`config.mk`:
```
export PLATFORM = sky130hd
export DESIGN_NAME = div_port_sequencer
export DESIGN_NICKNAME = d
export VERILOG_FILES = /design/src/rtl/div_seq_pkg.sv /design/src/rtl/div_port_sequencer.sv
export SDC_FILE = /design/constraint.sdc
export NUM_CORES = 1
export LEC_CHECK = 0
export CAP_MARGIN = 20
export CELL_PAD_IN_SITES_DETAIL_PLACEMENT = 1
export CELL_PAD_IN_SITES_GLOBAL_PLACEMENT = 2
export CORE_AREA = 2 2 71 107
export CTS_CLUSTER_DIAMETER = 40
export DETAILED_ROUTE_END_ITERATION = 8
export DIE_AREA = 0 0 73 109
export DONT_BUFFER_PORTS = 1
export PLACE_DENSITY = 0.84
export SLEW_MARGIN = 15
export SYNTH_ARGS = -nofsm -noshare
export SYNTH_HDL_FRONTEND = slang
export SYNTH_SLANG_ARGS = --single-unit
export TNS_END_PERCENT = 10
```
`constraint.sdc`:
```
create_clock -name CLK -period 1.83 [get_ports CLK]
set_input_delay 0.2745 -clock CLK [delete_from_list [all_inputs] [get_ports CLK]]
set_output_delay 0.2745 -clock CLK [all_outputs]
set_load 0.02 [all_outputs]
```
`src/rtl/div_seq_pkg.sv`:
```
// Shared definitions for the divider port sequencer and the divider peripheral.
package div_seq_pkg;

    localparam int unsigned DATA_W = 16;

    // Divider register map; the peripheral decodes the same constants.
    localparam logic [1:0] ADDR_X = 2'd0;
    localparam logic [1:0] ADDR_Y = 2'd1;
    localparam logic [1:0] ADDR_Q = 2'd2;

    // Quotient reported when the divisor is zero.
    localparam logic [DATA_W-1:0] DZ_QUOT_DEFAULT = {DATA_W{1'b1}};

    typedef enum logic [2:0] {
        ST_IDLE,
        ST_WX,
        ST_WY,
        ST_RD,
        ST_CAP,
        ST_RESP
    } seq_state_e;

endpackage

```
`src/rtl/div_port_sequencer.sv`:
```
// Drives the memory-mapped x/y divider: write x, write y, read quotient,
// and returns the result on a valid/ready handshake. Divide-by-zero is
// answered locally so the divider never sees a zero divisor.
module div_port_sequencer
    import div_seq_pkg::*;
#(
    parameter int unsigned     W       = DATA_W,
    parameter logic [W-1:0]    DZ_QUOT = {W{1'b1}}
) (
    input  logic         CLK,
    input  logic         RST,
    input  logic         in_valid,
    output logic         in_ready,
    input  logic [W-1:0] in_x,
    input  logic [W-1:0] in_y,
    output logic         res_valid,
    input  logic         res_ready,
    output logic [W-1:0] res_q,
    output logic         res_dz,
    output logic         res_err,
    output logic [W-1:0] DIV_D,
    output logic [1:0]   DIV_ADDR,
    output logic         DIV_W,
    output logic         DIV_R,
    output logic         DIV_E,
    input  logic [31:0]  DIV_OUT
);

    seq_state_e   state_q;
    logic [W-1:0] x_q;
    logic [W-1:0] y_q;
    logic [W-1:0] res_q_q;
    logic         res_valid_q;
    logic         res_dz_q;
    logic         res_err_q;

    // Only one operation in flight; accept only from IDLE and never during reset.
    assign in_ready  = (state_q == ST_IDLE) && !RST;

    assign res_valid = res_valid_q;
    assign res_q     = res_q_q;
    assign res_dz    = res_dz_q;
    assign res_err   = res_err_q;

    // Sequencer FSM with operand and result registers.
    always_ff @(posedge CLK) begin
        if (RST) begin
            state_q     <= ST_IDLE;
            x_q         <= '0;
            y_q         <= '0;
            res_q_q     <= '0;
            res_valid_q <= 1'b0;
            res_dz_q    <= 1'b0;
            res_err_q   <= 1'b0;
        end else begin
            case (state_q)
                ST_IDLE: begin
                    if (in_valid) begin
                        x_q <= in_x;
                        y_q <= in_y;
                        if (in_y == '0) begin
                            res_q_q     <= DZ_QUOT;
                            res_dz_q    <= 1'b1;
                            res_err_q   <= 1'b0;
                            res_valid_q <= 1'b1;
                            state_q     <= ST_RESP;
                        end else begin
                            state_q <= ST_WX;
                        end
                    end
                end
                ST_WX:  state_q <= ST_WY;
                ST_WY:  state_q <= ST_RD;
                ST_RD:  state_q <= ST_CAP;
                ST_CAP: begin
                    // Divider read data is registered by the end of RD.
                    res_q_q     <= DIV_OUT[W-1:0];
                    res_err_q   <= |DIV_OUT[31:W];
                    res_dz_q    <= 1'b0;
                    res_valid_q <= 1'b1;
                    state_q     <= ST_RESP;
                end
                ST_RESP: begin
                    if (res_ready) begin
                        res_valid_q <= 1'b0;
                        state_q     <= ST_IDLE;
                    end
                end
                default: state_q <= ST_IDLE;
            endcase
        end
    end

    // Divider port decode, from the registered state only.
    always_comb begin
        DIV_D    = '0;
        DIV_ADDR = ADDR_X;
        DIV_W    = 1'b0;
        DIV_R    = 1'b0;
        DIV_E    = 1'b0;
        case (state_q)
            ST_WX: begin
                DIV_D    = x_q;
                DIV_ADDR = ADDR_X;
                DIV_W    = 1'b1;
                DIV_E    = 1'b1;
            end
            ST_WY: begin
                DIV_D    = y_q;
                DIV_ADDR = ADDR_Y;
                DIV_W    = 1'b1;
                DIV_E    = 1'b1;
            end
            ST_RD: begin
                DIV_ADDR = ADDR_Q;
                DIV_R    = 1'b1;
                DIV_E    = 1'b1;
            end
            default: ;
        endcase
    end

endmodule

```
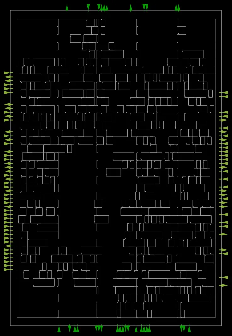
Figure 1: cell placement.
Flops: 54
filler cell count: 858
n_taps: 80

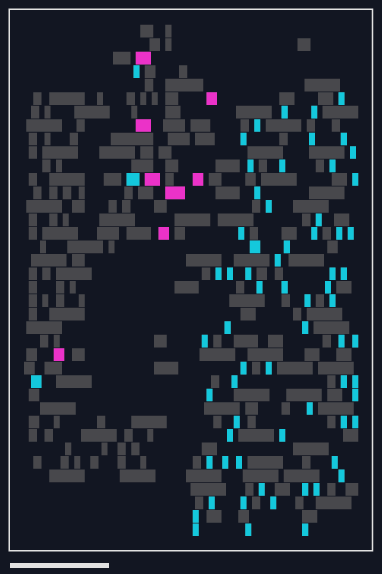
Figure 2: logic cells by family.
The bar under the picture is 20 microns long.
Key: and/or cells = magenta [cells 8]; nand cells = cyan [cells 68, most used nand2_1]
combinational fraction of the cell area: 0.4264
dominant logic cell type in the layout: nand2_1
post-route insts no fill: 363

==> out/qor.txt <==
clk root buf - clkbuf_8
largest net degree at the start of global routing - 39
clock-cell share of area - 0.03817
final core utilization - 0.3516
status - finished, final reports clean
Flops after synth - 54
Reg area - 0.001086 sq mm
Hold WS - 0.03222 ns
yosys simple share - 0.2272
share of cells above drive strength 1 - 0.1201
Non-clk invs - 2
Top cells excl fill/tap - nand2_1, a21oi_1, dfxtp_1, nor2_1
total grt overflow - 0
nonclk buf count - 16
number of global-route vias before repair - 1989
Cell Type Count - 29
row count - 38
yosys stat area - 0.002275 sq mm
fraction of registers with async set/reset - 0
crit path launch - state_q[1]$_SDFFE_PP0P_
Most common reg cell - dfxtp_1
clock power share - 0.256
Top cell area share - 0.4752
XOR-XNOR Cells, Area Fraction - 0.003850
total power - 2.718 mW
MaxCap Viol Count - 0
worst-case clock buffer depth - 2
DR DRC count - 0
CTS buffer count - 5
initial drt markers - 105
sequential share of power - 0.530
Adder Share, Synth - 0
critical path's slowest cell - dfxtp_2
PortBufs - 0
Post-synth EDFFs - 0
total die size - 0.007957 sq mm
clk sink count - 54
first-pass detailed-route iteration total - 4
CTS tree - built
final setup TNS - 0 ns
flop share of the area - 0.4360
ratio of final minimum period to clock period - 0.9354
Gate Count Post-Synth - 283
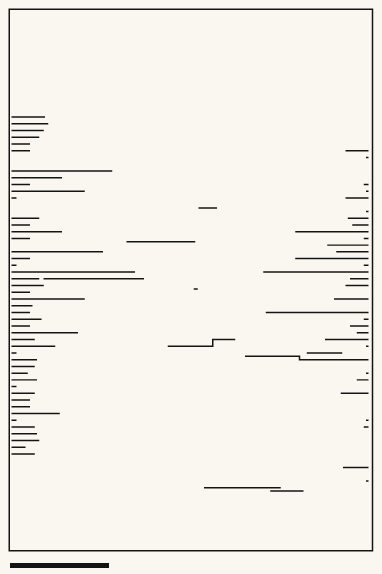
Figure 3: M3 wires.
The bar under the picture is 20 microns long.
The wires run mostly horizontal. 81 nets have wire on it. The longest straight run is 24.6 microns. The layer holds 8.8% of the routed length.
met3 Track Usage GR: 0.04806
routed wire length: 6083 microns
vias after detailed routing: 2007

==> flip-flops by register name, indices dropped and copies added (netlist names) <==
signal and flops:
res_q 16, res_valid 1, x_q 16, res_err 1, y_q 16, res_dz 1
state_q 3
==> path summary, 6_finish.rpt <==
check | depth (start not counted) | slack, ns | endpoint
worst max-delay path | 4 | 0.12 | DIV_D[5]
worst min-delay path | 1 | 0.03 | res_dz$_SDFFE_PP0P_
worst max register to register | 3 | 0.26 | res_err$_SDFFE_PP0P_
worst min register to register | 2 | 0.46 | y_q[12]$_SDFFE_PP0P_
==> layer usage <==
metal	wire [microns]	up-vias	global-route usage
met5	0	-	0
met4	61	0	0.03968
met3	534	6	0.04806
met2	3107	90	0.2806
met1	2380	940	0.1727
li1	-	971	-
==> power groups by stage <==
stage                     Combinational [mW]  Clock, mW  Sequential, mW
after global placement                 0.569          0            1.46
after floorplan                        0.479          0            1.43
final                                  0.583      0.695            1.44
after global routing                   0.659      0.766            1.46
after CTS                              0.587      0.730            1.44
after detailed placement               0.585          0            1.47
==> synth_stat cells (2+ instances only) <==
| cell type | number |
|---|---|
| a21oi_1 | 53 |
| buf_2 | 6 |
| or2_1 | 2 |
| buf_6 | 3 |
| inv_1 | 2 |
| nand2_1 | 65 |
| nor2_1 | 21 |
| dfxtp_1 | 54 |
| o211a_1 | 2 |
| nand4_1 | 2 |
| nor3b_2 | 3 |
| clkbuf_1 | 14 |
| a22o_1 | 16 |
| o21ai_0 | 16 |
| nor4_1 | 9 |
| and3b_1 | 2 |
==> stage by stage <==
step,std cells,cell area [sq um]
floorplan,283,2275
CTS,363,2481
global route,363,2491
detailed placement,355,2384
global placement,355,2384
finish,363,2491
==> what timing repair did <==
action,CTS,global route
resized,2,3
setup endpoints to repair,16,16
gates cloned,0,0
Power is estimated from default activity; no workload was simulated.
